clock_wires.png
Bar = 10 um.
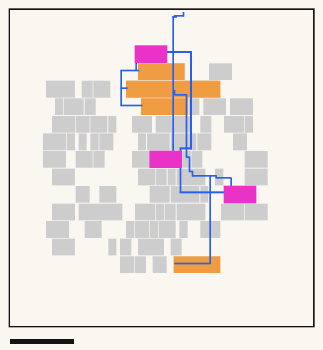
m2.png
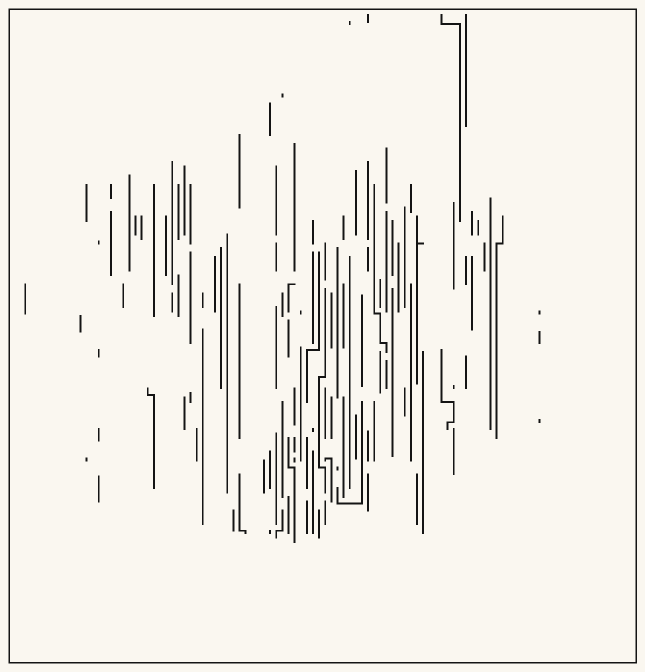
sizing.png
Bar = 10 um.
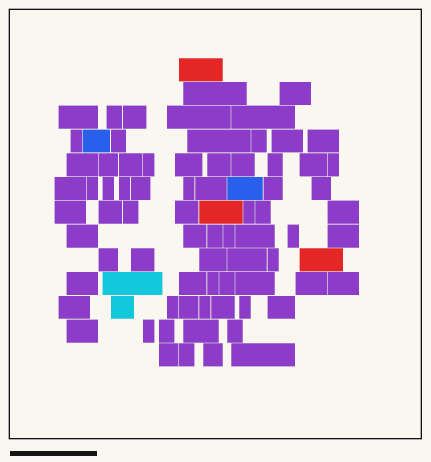
closeup.png
Window x 17 to 47, y 0 to 30 um. Cells in grey, sequential cells in the stronger grey; small squares are vias.
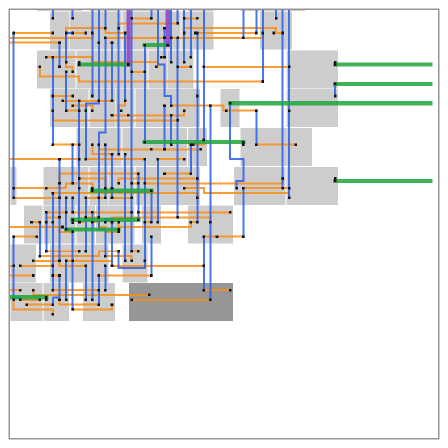
### src/rtl/counter_pkg.sv
// Shared opcode encoding for the modulo-N up/down counter.
package counter_pkg;
  localparam int OPCODE_W = 3;

  localparam logic [OPCODE_W-1:0] OP_NOP  = 3'd0;
  localparam logic [OPCODE_W-1:0] OP_LOAD = 3'd1;
  localparam logic [OPCODE_W-1:0] OP_STOP = 3'd2;
  localparam logic [OPCODE_W-1:0] OP_UP   = 3'd3;
  localparam logic [OPCODE_W-1:0] OP_DOWN = 3'd4;
endpackage

### src/rtl/counter_mod_reduce.sv
// Combinational data mod N built from an unrolled compare/subtract chain.
module counter_mod_reduce #(
  parameter int N     = 9,
  parameter int WIDTH = 4
) (
  input  logic [WIDTH-1:0] data,
  output logic [WIDTH-1:0] result
);
  // Worst-case number of subtractions needed for the largest WIDTH-bit input.
  localparam int STAGES = ((1 << WIDTH) - 1) / N;
  // N may equal 2**WIDTH; truncation is harmless because that case has no stages.
  localparam logic [WIDTH-1:0] N_MAX = WIDTH'(N - 1);
  localparam logic [WIDTH-1:0] N_SUB = WIDTH'(N);

  logic [WIDTH-1:0] stage [STAGES+1];

  assign stage[0] = data;

  for (genvar i = 0; i < STAGES; i++) begin : g_stage
    assign stage[i+1] = (stage[i] > N_MAX) ? stage[i] - N_SUB : stage[i];
  end

  assign result = stage[STAGES];
endmodule

### src/rtl/counter.sv
// Modulo-N up/down counter with synchronous load and a registered wrap pulse.
module counter
  import counter_pkg::*;
#(
  parameter int N     = 9,
  parameter int WIDTH = 4
) (
  input  logic                clk,
  input  logic                reset_async,
  input  logic [OPCODE_W-1:0] opcode,
  input  logic [WIDTH-1:0]    data,
  output logic                y,
  output logic [WIDTH-1:0]    result
);
  localparam logic [WIDTH-1:0] TOP = WIDTH'(N - 1);

  if (N < 2 || N > (1 << WIDTH)) begin : g_bad_n
    $error("counter: N must satisfy 2 <= N <= 2**WIDTH");
  end

  logic [WIDTH-1:0] data_mod;
  logic [WIDTH-1:0] result_nxt;
  logic             y_nxt;

  counter_mod_reduce #(.N(N), .WIDTH(WIDTH)) u_reduce (
    .data   (data),
    .result (data_mod)
  );

  // Wrap is detected by compare so N below 2**WIDTH never overflows naturally.
  always_comb begin
    result_nxt = result;
    y_nxt      = 1'b0;
    case (opcode)
      OP_LOAD: result_nxt = data_mod;
      OP_UP: begin
        if (result == TOP) begin
          result_nxt = '0;
          y_nxt      = 1'b1;
        end else begin
          result_nxt = result + 1'b1;
        end
      end
      OP_DOWN: begin
        if (result == '0) begin
          result_nxt = TOP;
          y_nxt      = 1'b1;
        end else begin
          result_nxt = result - 1'b1;
        end
      end
      default: ;
    endcase
  end

  always_ff @(posedge clk) begin
    if (!reset_async) begin
      result <= '0;
      y      <= 1'b0;
    end else begin
      result <= result_nxt;
      y      <= y_nxt;
    end
  end
endmodule

### config.mk
export PLATFORM = sky130hd
export DESIGN_NAME = counter
export DESIGN_NICKNAME = d
export VERILOG_FILES = /design/src/rtl/counter_pkg.sv /design/src/rtl/counter_mod_reduce.sv /design/src/rtl/counter.sv
export SDC_FILE = /design/constraint.sdc
export NUM_CORES = 1
export LEC_CHECK = 0
export CAP_MARGIN = 20
export CORE_AREA = 5 5 42 44
export CTS_BUF_LIST = sky130_fd_sc_hd__clkbuf_8 sky130_fd_sc_hd__clkbuf_16
export CTS_CLUSTER_DIAMETER = 120
export DETAILED_ROUTE_END_ITERATION = 16
export DIE_AREA = 0 0 47 49
export GPL_ROUTABILITY_DRIVEN = 0
export PLACE_DENSITY = 0.64
export SLEW_MARGIN = 20
export SYNTH_ARGS = -nofsm -noshare
export SYNTH_HDL_FRONTEND = slang
export SYNTH_SLANG_ARGS = --single-unit
### constraint.sdc
create_clock -name clk -period 2.4 [get_ports clk]
set_input_delay 0.48 -clock clk [delete_from_list [all_inputs] [get_ports clk]]
set_output_delay 0.48 -clock clk [all_outputs]
set_load 0.05 [all_outputs]
==> Changelog: implementation <==
## Implementation

* Hold Path Stages at 2
* Nonclk inv count at 7
* Switching Power at 122 uW
* Minimum clock period at 2.04 ns
* Status: complete, no violations
* Post-synth EDFFs at 0
* RSZ-0062 raised after global routing: no
* Sequential cell area share at 14.4%
* Yosys reg bits at 5
* FF-to-FF Start: result[0]$_SDFFE_PN0P_
* TNS Setup at 0 ns
* Worst Path Buf+Inv at 1
* Critical-path top delay cell: clkdlybuf4s50_1
* Inserted Clock Buffers at 3
* Die Wd at 47 um
* Hold Buf Count CTS at 0
* Total Power at 374 uW
* Setup Buffers After CTS at 0
* First-pass GRT wire length at 2150 um
* Logic pwr share at 31.5%
* Peak VDD IR at 0.000198 V
* Hold EP: result[2]$_SDFFE_PN0P_
* Fillers at 147
* Post-place setup slack at 0.335 ns
* H-Tree Depth at 1
* Critical Path Sink: result[3]
* Hold_sp: result[2]$_SDFFE_PN0P_
* Mapped Nets at 79
* CP Max Fanout at 10
* CTS tree: yes
* FF-to-FF setup slack at 0.59 ns
* Ys Warns at 0
* Largest register FFs at 4
* Aoi share at 29.8%
* Root buf cell: clkbuf_8
* Slew Limit Fails at 0
* Vias in the first global route at 508
* Power Sequential at 100 uW
* Max stage delay on crit path at 0.86 ns
* Reg with most FFs: result
* Final setup fails at 0
* Fraction of layout instances using a drive strength above 1 at 8.64%
* Flop area at 100 um2
* Post-synthesis sequential area ratio at 19.4%
* Fin Hold WS at 0.609 ns
* Antenna diodes at 0
* Detail Route Antenna Nets at 0
* Post-DR vias/cell at 5.90
* Crit-path leading delay family: buffers and inverters
* Tool warnings at 28
* Top power group: clock
* Yosys adder share at 9.69%
* Sink Count at 5
* Max-Cap Viols at 0
* CP arrival at 1.56 ns
* Clock buffer count at 3
* Period utilisation layout at 85.1%
* Total core area at 1400 um2
* CP Cell Sequence: clkdlybuf4s50_1
* Startpoint Class: flop
* Sw frac at 32.6%
* Port buffer count at 13
* Top logic family: AND-OR/OR-AND gates
* Fin. Hold Viols at 0
* Post-synth top area cell: dfxtp_1
* Drt wl/cell at 13.1 um
* XOR-XNOR Cells, Area Fraction at 0%
* Top flop regs: result: 4 flops, y: 1 flops
* Data buffer area share at 19.8%
* Ports at 14
* CP required at 1.92 ns
* Post-layout util at 49.6%
* Top cells by count, synth: inv_1, dfxtp_1, nand3_1, nor2_1
* R2R depth at 6
* Final cell count without fillers at 97
* Post_cts resized at 0
* Leak at 0.276 nW
* Initial antenna violation count at 0
* Top class by area: multi-input combinational cells
* Fp util at 36.9%
* Synthesized area at 517 um2
* Clock-cell share at 6.47%
* Relative slew slack at 66.4%
* CP endpoint kind: primary output
* Ys async rst share at 0%
* Sequential cells at 5
* Top cells by area: dfxtp_1, ha_1, inv_1
* N_taps at 16
* Die area at 2300 um2
* Comb gate area at 367 um2
* Worst Max-Slew Pin Slew at 0.502 ns
* Clock transition at path regs at 0.04 ns
* Post-Synth Simple-Gate Area at 29.3%
* Longest Clk Path Bufs at 2
* DIE HEIGHT at 49 um
* Cell Area, Placed at 651 um2
* CP startpoint: result[3]$_SDFFE_PN0P_
* Sequential share of power at 26.7%
* Synth unique cells at 33
* Syn Area/Cell at 7.83 um2
* Crit Path Category: reg -> out
* Comb group at 118 uW
* Chip area in the Yosys report at 517 um2
* HP Class: reg -> reg
* Top-area cell type share of the netlist area at 19.4%
* Largest net degree at the start of global routing at 11
* Nets at 95
* DRT Pass-1 Iters at 4
* Max frequency at 0.490 GHz
* Internal power at 252 uW
* Placed cells at 93
* Main synth FF type: dfxtp_1
Back to the opening pictures, clock_wires.png:
- orange: flip-flops (count 5)
- magenta: clock-net drivers (count 3)
- blue: clock wires (length 133 um)
- routed clock nets: 4
Power Clock: 156 uW
clock power share: 41.7%
Final Skew: 0.00740 ns
Latency at later pin: 0.23 ns

Back to the opening pictures, m2.png:
- share of all routed wire: 47%
- wire length on this layer: 598 um
met2 Use GR: 19.7%
via count: 572
drt total wl: 1270 um

Back to the opening pictures, sizing.png:
- purple: x1 and smaller (cells 74)
- red: x6 and larger (cells 3)
- cyan: x3 and x4 (cells 2)
- blue: x2 (cells 2)
Repair and plain buffers: 14
setup ws final: 0.358 ns
design area: 696 um2
P&R area growth vs syn: 34.6%

Back to the opening pictures, closeup.png:
- purple: M4
- green: M3
- orange: M1
- blue: M2
- most frequent: inv_1 (5), clkdlybuf4s50_1 (4)
- sequential cells in the window: 1
- cells with their middle in the window: 39
- netlist names of flops here include: `result` (1)

cells in the final DEF, fill, tap and decap left out, drive strengths merged, types with 2 or more instances in the layout:
master,netlist,layout
nor2,5,5
ha,4,4
inv,7,8
a211oi,3,3
o21ai,4,4
clkbuf,0,3
nand2b,4,4
dfxtp,5,5
a31oi,3,3
clkdlybuf4s50,0,13
nand3,5,5
nor3b,2,2
nand2,3,3
per-layer routing:
| metal | wire, um | vias up | track usage (%) |
|---|---|---|---|
| li1 | - | 277 | - |
| met1 | 533 | 266 | 14.2 |
| met2 | 597 | 25 | 19.7 |
| met3 | 104 | 4 | 4.06 |
| met4 | 36 | 0 | 10.6 |
| met5 | 0 | - | 0 |
Power figures rest on the tool's default switching activity, not on a simulated workload.
